**Wires at chosen ports, followed through buffers**

Drawn at 6 px/um.
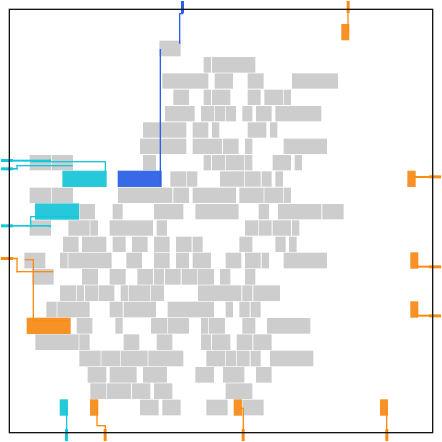
**Clock wiring as the flow saved it**

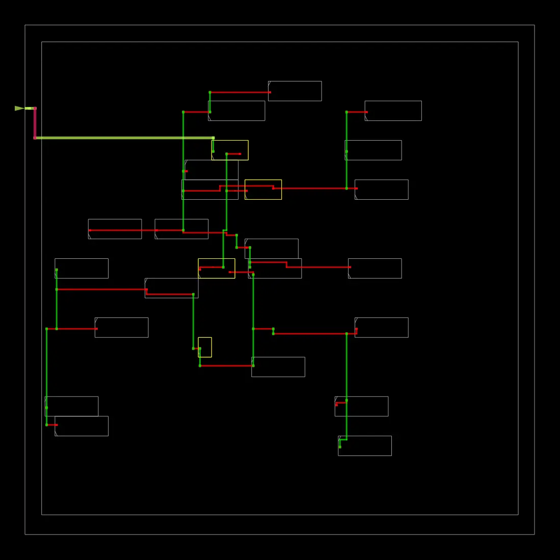
**Clock distribution**

Drawn at 6 px/um.
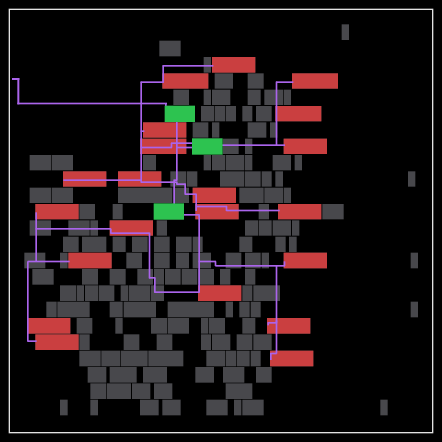
==> config.mk <==
export PLATFORM = sky130hd
export DESIGN_NAME = cm_ucie_d2d_tx_alsm_core
export DESIGN_NICKNAME = d
export VERILOG_FILES = /design/src/rtl/cm_ucie_d2d_pkg.sv /design/src/rtl/cm_ucie_d2d_alsm_timer.sv /design/src/rtl/cm_ucie_d2d_tx_alsm_core.sv
export SDC_FILE = /design/constraint.sdc
export NUM_CORES = 1
export LEC_CHECK = 0
export CAP_MARGIN = 10
export CORE_MARGIN = 2
export CORE_UTILIZATION = 25
export DETAILED_ROUTE_END_ITERATION = 7
export MAX_ROUTING_LAYER = met4
export SKIP_LAST_GASP = 1
export SYNTH_ARGS = -nofsm -noshare
export SYNTH_HDL_FRONTEND = slang
export SYNTH_SLANG_ARGS = --single-unit
==> constraint.sdc <==
create_clock -name clk_i -period 1.7 [get_ports clk_i]
set_input_delay 0.34 -clock clk_i [delete_from_list [all_inputs] [get_ports clk_i]]
set_output_delay 0.34 -clock clk_i [all_outputs]
set_load 0.005 [all_outputs]
==> flow_summary.yaml <==
# flow metrics
critical_path:
  crit_path_cell_trace: "dlygate4sd2_1 -> and4bb_4 -> or4_4 -> or3_1 -> a21oi_2"
  reg2reg_slack_ns: 0.05
  path_class: "input pin to register"
  critPathMaxFanout: 6
  worst-path-stages: 5
  critPathMaxStageDelay_ns: 0.54
  cp-start-kind: "input pin"
  end_kind: "register"
  critPathRequiredTime_ns: 1.90
  slowest_stage: "or4_4"
  critPathBufInv: 1
  r2r_cells: 4
  crit_family: "simple AND/OR/NAND/NOR gates"
flow_run:
  warning_count: 27
worst_hold_path:
  hp-class: "register to register"
  min_path_cells: 2
cts:
  cts_setup_buffers: 0
  cts_resized: 9
  cts_hold_buf: 0
  cts_num_sinks: 21
  cts_tree: "yes"
  clockBufferDepth: 2
  path_clk_slew_ns: 0.08
  cts-htree-levels: 1
  root_buffer: "clkbuf_8"
layout:
  fin_nets: 184
  synthToLayoutAreaGrowth_pct: 46.07
  largest_reg_flops: 10
  fin_util_pct: 37.41
  design_area_mm2: 0.001607
  antenna_cells: 0
  nFillCells: 441
  lay_top_count: "buf_4"
grt:
  grt_pass1_vias: 957
  antenna_found_initial: 0
  grt_pass1_wl_um: 4284
  grt_start_max_net_pins: 13
synthesis:
  ys.flops: 21
  yosys.area.top_type: "dfxtp_1"
  ys_seq_share_pct: 38.23
  ys_chip_area_mm2: 0.001100
  syn_area_mm2: 0.001100
  synth_cell_types: 40
  synth.avg_cell_area_um2: 8.660
  synth_top_area_share_pct: 38.23
  syn_inst: 127
  ys.flop_type: "dfxtp_1"
  area_leaders: "dfxtp_1, buf_4, nor2_1"
place:
  place_worst_setup_slack_ns: -0.4239
  gp_congestion: 0.7976
  place_hpwl_um: 1908
  place_inst: 218
floorplan:
  die_w_um: 70.33
  dieHeight_um: 70.33
  fp-row-count: 24
  fp_util_pct: 25.61
routing:
  routed_wl_um: 2559
  wl_per_cell_um: 11.53
  ant_nets: 0
timing:
  fin_tns_setup_ns: 0
  report.final.setup_viol: 0
  maxSlewViolCount: 0
  finalCritPeriodShare_pct: 97.51
  min_period_ns: 1.658
  fmax_mhz: 603.2
  rsz0062_at_grt: "true"
power_and_ir_drop:
  p_total_uw: 922.2
  power-per-cell-area_mw_per_mm2: 574.0
outcome:
  status: "finished, final reports clean"
## Picture notes: 'wires at chosen ports, followed through buffers'
legend:
  blue:
    port: `bringup_start_o`
    bits: 1
    direction: output
    edge: top
    end_cells: 1
    wire: 28.2 um
  cyan:
    port: `state_sts_o`
    bits: 4
    direction: output
    edge: 3 left, 1 bottom
    end_cells: 3
    wire: 50.7 um
  orange:
    port: `sb_req_msg_o`
    bits: 8
    direction: output
    edge: 3 bottom, 3 right, 1 left, 1 top
    end_cells: 8
    wire: 50.1 um
IO Pins: 26
# port buffers: 17

## Picture notes: 'clock wiring as the flow saved it'
CTS Buf Count: 3
Flop Count: 21
Clock Power: 332 uW

## Picture notes: 'clock distribution'
legend:
  green:
    item: clock drivers
    count: 3
  purple:
    item: clock wires
    length: 285 um
  red:
    item: flip-flops
    count: 21
routed clock nets: 4
latest clock arrival within the worst-skew pair: 0.26 ns
Clock Skew: 0.004797 ns
clock share of power: 36.0%

==> cell type report <==
class	count	area, um^2	area share (%)
repair buffers	45	381.6	23.75
well taps	52	65.06	4.050
flip-flops and latches	21	425.4	26.48
inverters	5	18.77	1.168
clock inverters	1	5.005	0.3115
multi-input cells	95	669.4	41.67
clock buffers	3	41.29	2.570
==> cells by family (layout without fill, tap and decap cells) <==
kind of cell / after synthesis / count (layout) / synth area share [%]
fa+ha+maj: 2 / 2 / 2.275
flops: 21 / 21 / 38.22
compound gates: 21 / 21 / 13.77
xor+xnor: 8 / 8 / 6.371
other cells: 1 / 8 / 0.3410
buf+inv: 18 / 54 / 9.670
simple gates: 56 / 56 / 29.35
==> report_power, final <==
part / internal (uW) / switching, uW
sequential: 494 / 1.34
combinational: 54.2 / 41.0
clock: 163 / 169
==> per-layer routing <==
layer / wire [um] / up-vias / track usage (%)
li1: - / 530 / -
met1: 1257 / 477 / 13.92
met2: 1224 / 12 / 17.61
met3: 72 / 2 / 1.876
met4: 4 / 0 / 1.923
met5: 0 / - / -
==> cell usage after synthesis (all sizes together), types with 2 or more instances <==
| cell | count |
|---|---|
| nor4b | 3 |
| buf | 11 |
| a21oi | 4 |
| or4 | 4 |
| o21ai | 5 |
| nor2 | 12 |
| nand2b | 3 |
| ha | 2 |
| nand3 | 6 |
| inv | 5 |
| dfxtp | 21 |
| nand4 | 2 |
| nor2b | 2 |
| clkbuf | 2 |
| nor3 | 6 |
| xnor2 | 5 |
| nor4 | 7 |
| xor2 | 3 |
| nand2 | 5 |
==> worst register-to-register path, cell delays in order, from the launching register on <==
cell and delay (ns):
dfxtp_1 0.33, ha_1 0.23, or4_4 0.55, or3_1 0.37
a21oi_2 0.11
No activity file was given, so power comes from the tool's default toggle rates.
